===== src/rtl/arb_req_agent.sv =====
// Requester-side client for a fixed-priority arbiter lane.
// It queues {start data, length} jobs in a small FIFO and requests the arbiter.
// After a grant it emits a burst of incrementing data beats, advancing only in
// granted cycles. After each burst it drops the request for one cycle.
module arb_req_agent #(
  parameter int DATA_W = 8,
  parameter int LEN_W  = 4,
  parameter int DEPTH  = 4
) (
  input  logic                       clk,
  input  logic                       reset,
  input  logic                       push_valid_i,
  output logic                       push_ready_o,
  input  logic [DATA_W-1:0]          push_data_i,
  input  logic [LEN_W-1:0]           push_len_i,
  output logic                       req_o,
  input  logic                       gnt_i,
  output logic                       out_valid_o,
  output logic [DATA_W-1:0]          out_data_o,
  output logic                       out_last_o,
  output logic                       busy_o,
  output logic [$clog2(DEPTH+1)-1:0] fifo_count_o
);

  localparam int PTR_W = $clog2(DEPTH);
  localparam int CNT_W = $clog2(DEPTH+1);

  typedef enum logic [1:0] {IDLE, REQ, XFER, GAP} state_t;

  state_t state_reg, state_next;

  logic [DATA_W-1:0] mem_data [DEPTH];
  logic [LEN_W-1:0]  mem_len  [DEPTH];
  logic [PTR_W-1:0]  wr_ptr_reg, rd_ptr_reg;
  logic [CNT_W-1:0]  count_reg;

  logic [LEN_W-1:0]  beat_cnt_reg;
  logic [DATA_W-1:0] cur_data_reg;
  logic [DATA_W-1:0] last_data_reg;

  logic push_fire, pop_fire, beat_fire;

  // Ready depends on the registered count only, so a full FIFO refuses a push
  // even when a pop happens in the same cycle.
  assign push_ready_o = (count_reg < CNT_W'(DEPTH));
  assign push_fire    = push_valid_i & push_ready_o;
  assign pop_fire     = (state_reg == REQ) & gnt_i;
  assign beat_fire    = (state_reg == XFER) & gnt_i;

  // Job storage: no reset needed, entries are only read after being written.
  always_ff @(posedge clk) begin
    if (push_fire) begin
      mem_data[wr_ptr_reg] <= push_data_i;
      mem_len[wr_ptr_reg]  <= push_len_i;
    end
  end

  // FIFO pointers and occupancy; pointers wrap naturally (DEPTH is a power of two).
  always_ff @(posedge clk or posedge reset) begin
    if (reset) begin
      wr_ptr_reg <= '0;
      rd_ptr_reg <= '0;
      count_reg  <= '0;
    end else begin
      if (push_fire) wr_ptr_reg <= wr_ptr_reg + PTR_W'(1);
      if (pop_fire)  rd_ptr_reg <= rd_ptr_reg + PTR_W'(1);
      case ({push_fire, pop_fire})
        2'b10:   count_reg <= count_reg + CNT_W'(1);
        2'b01:   count_reg <= count_reg - CNT_W'(1);
        default: count_reg <= count_reg;
      endcase
    end
  end

  // State register.
  always_ff @(posedge clk or posedge reset) begin
    if (reset) state_reg <= IDLE;
    else       state_reg <= state_next;
  end

  // Next-state decode: request while work is queued, leave a one-cycle gap after each burst.
  always_comb begin
    state_next = state_reg;
    case (state_reg)
      IDLE: if (count_reg != '0) state_next = REQ;
      REQ:  if (gnt_i) state_next = XFER;
      XFER: if (gnt_i && (beat_cnt_reg == '0)) state_next = GAP;
      GAP:  state_next = (count_reg != '0) ? REQ : IDLE;
      default: state_next = IDLE;
    endcase
  end

  // Burst datapath: load the FIFO head on grant, advance only on granted beats.
  always_ff @(posedge clk or posedge reset) begin
    if (reset) begin
      beat_cnt_reg  <= '0;
      cur_data_reg  <= '0;
      last_data_reg <= '0;
    end else if (pop_fire) begin
      beat_cnt_reg <= mem_len[rd_ptr_reg];
      cur_data_reg <= mem_data[rd_ptr_reg];
    end else if (beat_fire) begin
      beat_cnt_reg  <= beat_cnt_reg - LEN_W'(1);
      cur_data_reg  <= cur_data_reg + DATA_W'(1);
      last_data_reg <= cur_data_reg;
    end
  end

  // Outputs: beat data follows the working register in XFER and otherwise
  // holds the last emitted beat.
  always_comb begin
    req_o        = (state_reg == REQ) || (state_reg == XFER);
    out_valid_o  = beat_fire;
    out_last_o   = beat_fire && (beat_cnt_reg == '0);
    out_data_o   = (state_reg == XFER) ? cur_data_reg : last_data_reg;
    busy_o       = (state_reg != IDLE);
    fifo_count_o = count_reg;
  end

endmodule


===== config.mk =====
export PLATFORM = sky130hd
export DESIGN_NAME = arb_req_agent
export DESIGN_NICKNAME = d
export VERILOG_FILES = /design/src/rtl/arb_req_agent.sv
export SDC_FILE = /design/constraint.sdc
export NUM_CORES = 1
export LEC_CHECK = 0
export CAP_MARGIN = 10
export CORE_ASPECT_RATIO = 0.9
export CORE_MARGIN = 2
export CORE_UTILIZATION = 45
export DETAILED_ROUTE_END_ITERATION = 6
export HOLD_SLACK_MARGIN = 0.06
export PLACE_DENSITY_LB_ADDON = 0.15
export SYNTH_ARGS = -nofsm -noshare
export SYNTH_HDL_FRONTEND = slang
export SYNTH_SLANG_ARGS = --single-unit

===== constraint.sdc =====
create_clock -name clk -period 2.2 [get_ports clk]
set_input_delay 0.33 -clock clk [delete_from_list [all_inputs] [get_ports clk]]
set_output_delay 0.33 -clock clk [all_outputs]
set_load 0.02 [all_outputs]

**Clock network drawn from the DEF**

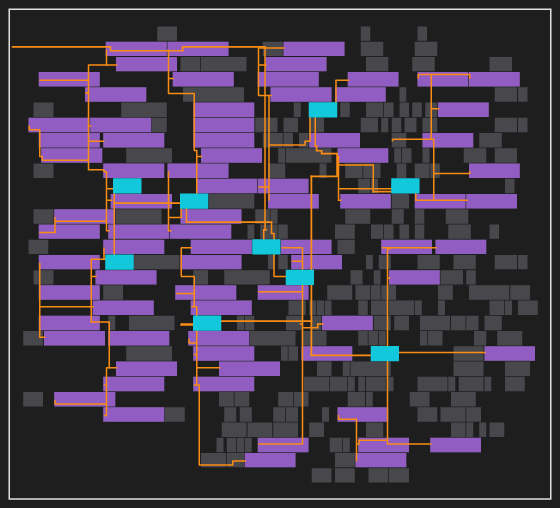
legend:
  clock wires:
    color: orange
    length: 840 microns
  flip-flops:
    color: purple
    count: 77
  cells driving clock nets:
    color: cyan
    count: 9
routed clock nets: 10
flops lie: spread over the die

**Routing congestion map**

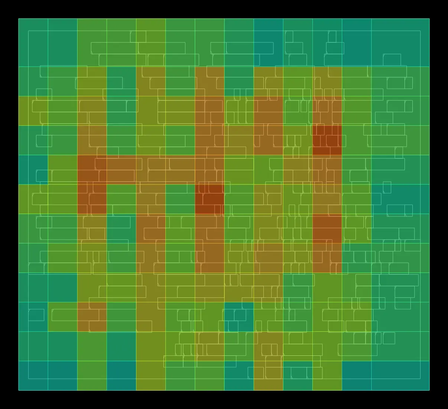
GR peak layer: met2
met3 Use GR: 5.108%
met2 Track Usage GR: 24.24%
Final Core Density: 54.95%
grt met1 use: 19.73%

==> ci_impl_report.md <==
## PnR job results

| Metric | Value |
|---|---|
| Dominant class by area | flip-flops and latches |
| Maximum vdd ir drop | 531.4 uV |
| Num rows | 30 |
| Die area | 8406 sq um |
| Via density | 5.018 |
| Comb area | 1181 sq um |
| Clk slew on worst S/H paths | 0.08 ns |
| Via count | 1917 |
| R2R Path Start | state_reg[1] |
| Antenna violations before repair | 0 |
| Die height | 87.18 microns |
| Post-synth cell types | 38 |
| Grt ovf | 0 |
| Top delay family on crit path | buffers and inverters |
| R2r endpoint | fifo_count_o[2] |
| Prevailing post-synth register cell | edfxtp_1 |
| Largest registers | mem_data x32, mem_len x16 |
| Overall Power | 5.525 mW |
| Finished Cell Area | 4125 sq um |
| Comb area share | 28.63% |
| Buffers excl. clock | 46 |
| Final estimated routing congestion in global placement | 0.7223 |
| CTS sink cnt | 77 |
| # fillers | 634 |
| Outcome | completed |
| Cell Chain, Critical Path | inv_1 -> ha_1 -> inv_1 -> clkdlybuf4s50_1 |
| Worst slack at placement | 0.1075 ns |
| CTS tree | built |
| DR iter-0 viols | 104 |
| Area grow syn2layout | 19.24% |
| Pre-antenna DRT Iters | 4 |
| Average cell area after synthesis | 14.78 sq um |
| Syn Nets | 264 |
**Register map, names as in the netlist**

Other sequential cells in the stronger gray, the rest of the logic in the fainter gray.
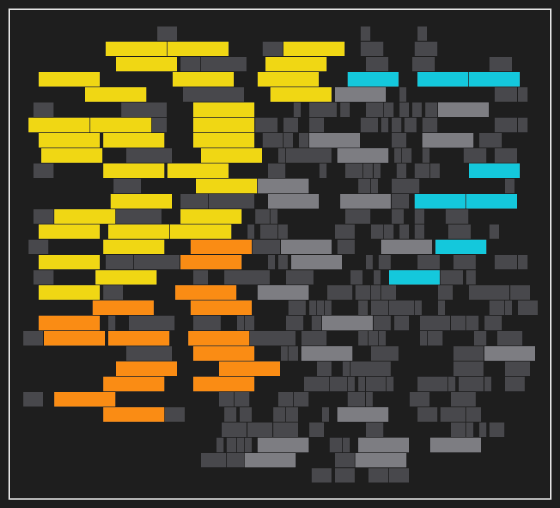
legend:
  last_data_reg:
    color: cyan
    flops: 8
  mem_len:
    color: orange
    flops: 16
  mem_data:
    color: yellow
    flops: 32
not colored: 21

**M1 wires**

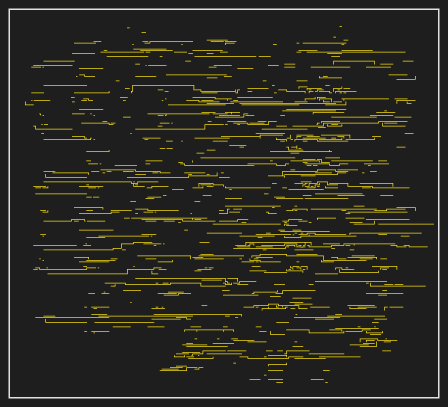
share of all routed wire: 48%
nets with wire on the layer: 270

per-layer routing:
metal / track usage (%) / part of all wire, % / up-vias
li1: - / - / 952
met1: 19.73 / 48 / 921
met2: 24.24 / 46 / 36
met3: 5.108 / 4.5 / 8
met4: 4.994 / 1.2 / 0
met5: 0 / 0 / -
cells by family after synthesis:
kind of cell    Yosys count  share of synthesized area (%)
xor+xnor                 10                          2.532
buf+inv                  26                          3.508
flops                    77                          62.64
fa+ha+maj                14                          5.280
mux                      32                          14.00
simple gates             47                          6.944
compound gates           28                          5.099
where the power goes:
group / internal (mW) / leakage (nW) / switching [mW] / total [mW]
logic: 1.13 / 0.722 / 1.09 / 2.21
clock network: 0.525 / 0.0895 / 0.505 / 1.03
registers: 1.95 / 0.776 / 0.335 / 2.28
Power is estimated from default activity; no workload was simulated.
